===== src/rtl/eql_cmp_seq.sv =====
// Sequential equality comparator: counts consecutive matches of a sampled word
// against a loadable reference and raises a sustained-match request until acknowledged.
module eql_cmp_seq #(
  parameter int unsigned DW = 8,
  parameter int unsigned CW = 4
) (
  input  logic          clock,
  input  logic          reset,
  input  logic [DW-1:0] data_in,
  input  logic          data_vld,
  input  logic          ref_load,
  input  logic [DW-1:0] ref_in,
  input  logic [CW-1:0] thresh,
  input  logic          ackout,
  output logic          eql,
  output logic          cont_eql,
  output logic [CW-1:0] match_cnt,
  output logic          locked
);

  localparam logic [1:0] IDLE  = 2'd0;
  localparam logic [1:0] MATCH = 2'd1;
  localparam logic [1:0] LOCK  = 2'd2;

  localparam logic [CW-1:0] CNT_MAX = {CW{1'b1}};

  logic [1:0]    state;
  logic [1:0]    state_n;
  logic [DW-1:0] ref_r;
  logic          eql_n;
  logic          cont_eql_n;
  logic [CW-1:0] match_cnt_n;
  logic          locked_n;
  logic          hit_c;
  logic [CW-1:0] inc_c;

  // Compare against the reference held before any same-cycle load.
  assign hit_c = (data_in == ref_r);
  // match_cnt is zero in IDLE, so the same saturating increment serves both states.
  assign inc_c = (match_cnt == CNT_MAX) ? match_cnt : match_cnt + CW'(1);

  always_ff @(posedge clock) begin
    if (!reset) begin
      state     <= IDLE;
      ref_r     <= '0;
      eql       <= 1'b0;
      cont_eql  <= 1'b0;
      match_cnt <= '0;
      locked    <= 1'b0;
    end else begin
      state     <= state_n;
      eql       <= eql_n;
      cont_eql  <= cont_eql_n;
      match_cnt <= match_cnt_n;
      locked    <= locked_n;
      if (ref_load) begin
        ref_r <= ref_in;
      end
    end
  end

  // Next-state and next-output decode.
  always_comb begin
    state_n     = state;
    eql_n       = eql;
    cont_eql_n  = cont_eql;
    match_cnt_n = match_cnt;
    locked_n    = locked;
    case (state)
      IDLE, MATCH: begin
        if (data_vld) begin
          if (hit_c) begin
            eql_n       = 1'b1;
            match_cnt_n = inc_c;
            if ((thresh != '0) && (inc_c >= thresh)) begin
              state_n    = LOCK;
              cont_eql_n = 1'b1;
              locked_n   = 1'b1;
            end else begin
              state_n = MATCH;
            end
          end else begin
            state_n     = IDLE;
            eql_n       = 1'b0;
            match_cnt_n = '0;
          end
        end
      end
      LOCK: begin
        if (ackout) begin
          state_n     = IDLE;
          eql_n       = 1'b0;
          cont_eql_n  = 1'b0;
          match_cnt_n = '0;
          locked_n    = 1'b0;
        end
      end
      default: begin
        state_n     = IDLE;
        eql_n       = 1'b0;
        cont_eql_n  = 1'b0;
        match_cnt_n = '0;
        locked_n    = 1'b0;
      end
    endcase
  end

endmodule


===== config.mk =====
export PLATFORM = sky130hd
export DESIGN_NAME = eql_cmp_seq
export DESIGN_NICKNAME = d
export VERILOG_FILES = /design/src/rtl/eql_cmp_seq.sv
export SDC_FILE = /design/constraint.sdc
export NUM_CORES = 1
export LEC_CHECK = 0
export ABC_AREA = 1
export CAP_MARGIN = 20
export CORE_UTILIZATION = 30
export CTS_BUF_LIST = sky130_fd_sc_hd__clkbuf_16
export DETAILED_ROUTE_END_ITERATION = 16
export SETUP_SLACK_MARGIN = 0.05
export SLEW_MARGIN = 20
export SYNTH_ARGS = -nofsm -noshare
export SYNTH_HDL_FRONTEND = slang
export SYNTH_SLANG_ARGS = --single-unit

===== constraint.sdc =====
create_clock -name clock -period 2.8 [get_ports clock]
set_clock_uncertainty 0.15 [all_clocks]
set_input_delay 0.7 -clock clock [delete_from_list [all_inputs] [get_ports clock]]
set_output_delay 0.7 -clock clock [all_outputs]
set_load 0.01 [all_outputs]

Figure 1. Sequential cells colored by netlist name (run 1).
Other sequential cells in the stronger gray, the rest of the logic in the fainter gray.
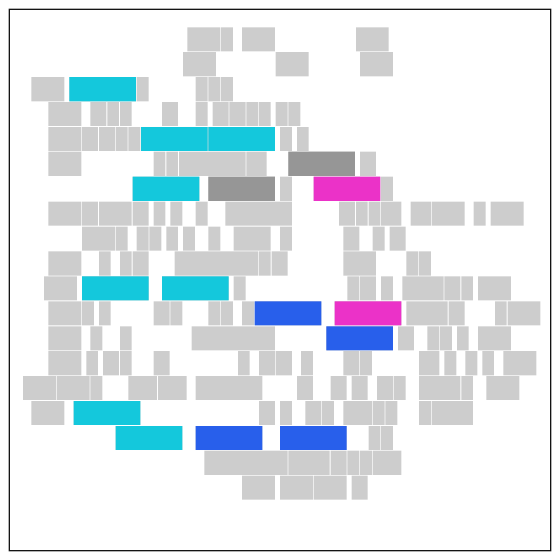
legend:
  `ref_r`:
    color: cyan
    placed_flops: 8
  `match_cnt`:
    color: blue
    placed_flops: 4
  `state`:
    color: magenta
    placed_flops: 2
not colored: 2

Figure 2. Placed standard cells (run 1).
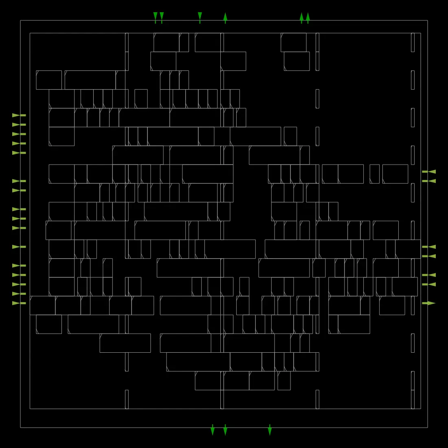
core area: 0.00308 mm^2
fillcell total: 315
fin cells: 219
Cell Rows: 20
post-layout util: 45.7%

==> run summary, run 1 <==
Post-CTS Setup Inserts: 0
RSZ-0062 raised after global routing: no
Largest register FFs: 8
synthesis-to-layout area growth: 44.5%
Regs by FF count: ref_r (8), match_cnt (4), state (2)
share of cells above drive strength 1: 8.00%
Mapped Cells: 142
status: completed
die area: 0.00348 mm^2
yosys aoi share: 11.3%
R2R depth: 13
most frequent CP cell: nand2_1
Total Wirelength: 1940 um
hold_buf cts: 0
Buf/Inv on CP: 3
vias in the first global route: 782
met1 usage: 14.5%
Synth Cell Area: 973 um^2
flip-flops with a built-in enable: 0
chip height: 59.0 um
yosys cell count: 142
Critical Path Max Stage Delay: 0.41 ns
depth of the CTS H-tree: 1
Top Layer Used: met4
Antenna Cells: 0
CP max stage cell: dfxtp_1
reg-to-reg critical path endpoint: state[1]
Setup TNS Final: 0 ns
most frequent cells in the layout: nand2_1 (35), clkdlybuf4s50_1 (31), inv_1 (20), dfxtp_1 (16), nor2_1 (15)
post-synth cell types: 19
OpenROAD warning count: 26
placement-stage cell area: 0.00133 mm^2
initial antenna violation count: 0
Synth async-reset ratio: 0%
worst min path class: reg2reg
worst vdd ir: 220 uV
post-DR vias/cell: 4.14
Worst Path Required: 2.82 ns
Reg clk slew, reported paths: 0.05 ns
Min-Delay Path Depth: 2
worst-path fanout max: 5
global routing usage on met3: 2.42%
cell type with the largest total area: dfxtp_1
Residual DRC: 0
Combinational Area: 552 um^2
top cells by area, synth: dfxtp_1 (33%), nand2_1 (13%), inv_1 (7.7%)
Setup CP Type: reg2reg
CTS buffer count: 3
fin crit share: 75.7%
1st-iter DRT viols: 18
drt wl/cell: 8.84 um
Avg Cell Area, Syn: 6.86 um^2
Final Max Tran Viols: 0
Root Buffer: clkbuf_16
PwrDens: 436 mW/mm^2
GRT Resource Usage Total: 12.0%
GRT overflow: 0
I/O Pins: 32
endpoints failing setup: 0
Final WS setup: 0.682 ns
Synth top cell by count: nand2_1
DR WL met2: 867 um
ys flops: 16
crit path cell chain: ha_1 > nand2_1 > inv_2 > nand2_1 > xor2_1 > inv_1 > ha_1 > nand4_1 > nand3_1 > nand2_1 > inv_1 > nand3_2 > a21oi_1
yosys stat area: 973 um^2
WL met3: 112 um
most frequent logic cell in the layout: nand2_1
Largest logic family: simple AND/OR/NAND/NOR gates
clk sink count: 16
Antenna Nets Post-Route: 0
RR Startpoint: match_cnt[0]
HP Start: ref_r[7]
fmax: 472 MHz
met1 WL: 937 um
DR pass1 iterations: 4
Latency at later pin: 0.24 ns
post-route cell area: 0.00141 mm^2
Figure 3. Signal wires on met2 (run 1).
Scale bar: 20 um.
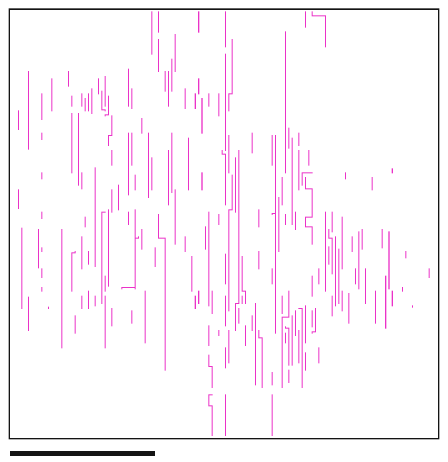
longest straight run: 27.2 um
wire length on this layer: 867 um
share of all routed wire: 45%
main direction: vertical
nets with wire on the layer: 148

-- run 1: report_power, final --
| group | total [uW] | switching [uW] | leakage [uW] | internal [uW] |
|---|---|---|---|---|
| Clock | 272 | 83.3 | 0.0000385 | 189 |
| Sequential | 241 | 4.71 | 0.000131 | 237 |
| Combinational | 99.0 | 47.5 | 0.000499 | 51.5 |
-- run 1: stage by stage --
stage                     power (uW)  hold slack, ns
after global routing             647           0.321
after floorplan                  301           0.290
after detailed placement         345           0.309
after CTS                        621           0.315
final                            613           0.314
after global placement           344           0.300
-- run 1: final cells by class --
type	instances	area share [%]
clock buffers	3	5.34
flip-flops and latches	16	22.8
well taps	44	3.91
inverters	24	6.41
repair buffers	31	22.1
clock inverters	1	0.267
multi-input cells	100	39.2
## Run 2: what changed since run 1
clock period = 1.85 ns   (was 2.8 ns; I/O delays follow)
Figure 4. Sequential cells colored by netlist name (run 2).
Other sequential cells in the stronger gray, the rest of the logic in the fainter gray.
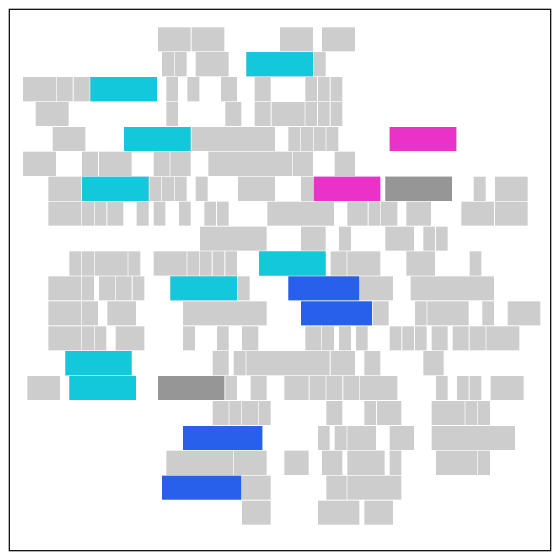
legend:
  `match_cnt`:
    color: blue
    placed_flops: 4
  `state`:
    color: magenta
    placed_flops: 2
  `ref_r`:
    color: cyan
    placed_flops: 8
not colored: 2

Figure 5. Placed standard cells (run 2).
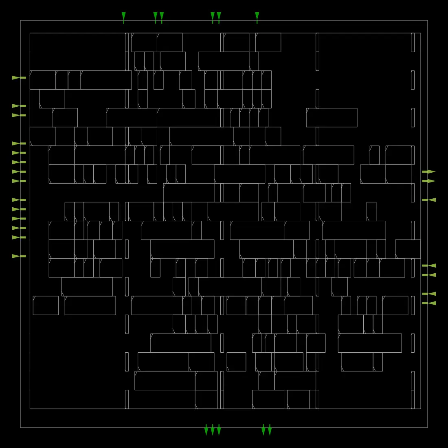
fin cells: 226
post-layout util: 50.3%

==> run summary, run 2 <==
worst vdd ir: 502 uV
fin crit share: 104%
ys flops: 16
global routing usage on met3: 4.18%
Setup TNS Final: -0.133 ns
chip height: 59.0 um
worst-path fanout max: 4
Hold Worst Slack: 0.317 ns
met1 usage: 16.2%
failing checks: negative setup slack
Avg Cell Area, Syn: 6.86 um^2
Largest logic family: simple AND/OR/NAND/NOR gates
most frequent cells in the layout: nand2_1 (31), clkdlybuf4s50_1 (27), inv_1 (21), nor2_1 (14), dfxtp_1 (12)
Reg clk slew, reported paths: 0.05 ns
Largest register FFs: 8
depth of the CTS H-tree: 1
sequential share of power: 39.1%
flip-flops with a built-in enable: 0
Post-CTS Setup Inserts: 1
hold_buf cts: 0
Max power group: the clock network
Final WS setup: -0.0692 ns
switching part of the total: 22.2%
Worst Path Required: 1.88 ns
Cell Rows: 20
placement-stage cell area: 0.00140 mm^2
RSZ-0062 raised after global routing: yes
yosys aoi share: 11.3%
endpoints failing setup: 3
reg-to-reg critical path endpoint: locked
top cells by area, synth: dfxtp_1 (33%), nand2_1 (13%), inv_1 (7.7%)
core area: 0.00308 mm^2
GRT overflow: 0
PnR Total Power: 929 uW
most frequent CP cell: nand2_1
share of cells above drive strength 1: 20.3%
crit path cell chain: buf_4 > nand3_2 > xor2_1 > nand2_1 > ha_4 > nand2_1 > inv_1 > nand2_1 > nand3_1 > nand2_1 > inv_1 > nand3_2 > a21oi_2
DR pass1 iterations: 4
WL met3: 120 um
CP max stage cell: dfxtp_4
R2R depth: 13
OpenROAD warning count: 29
status: complete, but fails checks
clock-net power: 408 uW
most frequent logic cell in the layout: nand2_1
Antenna Cells: 0
internal power: 723 uW
post-route cell area: 0.00155 mm^2
Logic power comb: 157 uW
Figure 6. Signal wires on met2 (run 2).
Scale bar: 20 um.
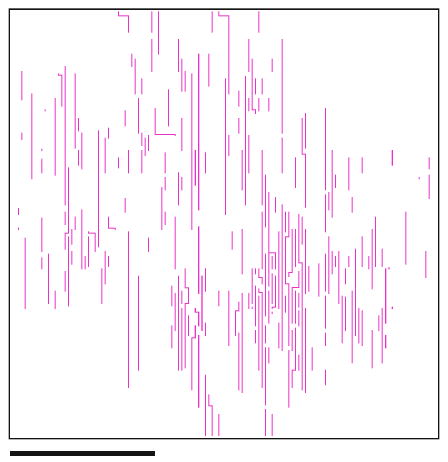
nets with wire on the layer: 167
share of all routed wire: 51%

[run 2: worst min path at each step]
stage          cells after the start  endpoint  slack, ns
2_1_floorplan                      2  ref_r[2]       0.29
3_3_place_gp                       2  ref_r[2]       0.30
3_5_place_dp                       2  ref_r[2]       0.31
4_1_cts                            2  ref_r[2]       0.32
5_1_grt                            2  ref_r[2]       0.33
6_report                           2  state[0]       0.32
[run 2: cell type report]
| class | instances | area (um^2) |
|---|---|---|
| Clock buffer | 3 | 75.1 |
| Clock inverter | 1 | 3.75 |
| Fill cell | 318 | 1530 |
| Inverter | 24 | 90.1 |
| Multi-Input combinational cell | 100 | 632 |
| Sequential cell | 16 | 330 |
| Tap cell | 44 | 55.1 |
| Timing Repair Buffer | 38 | 362 |
Power and IR drop assume default switching activity.
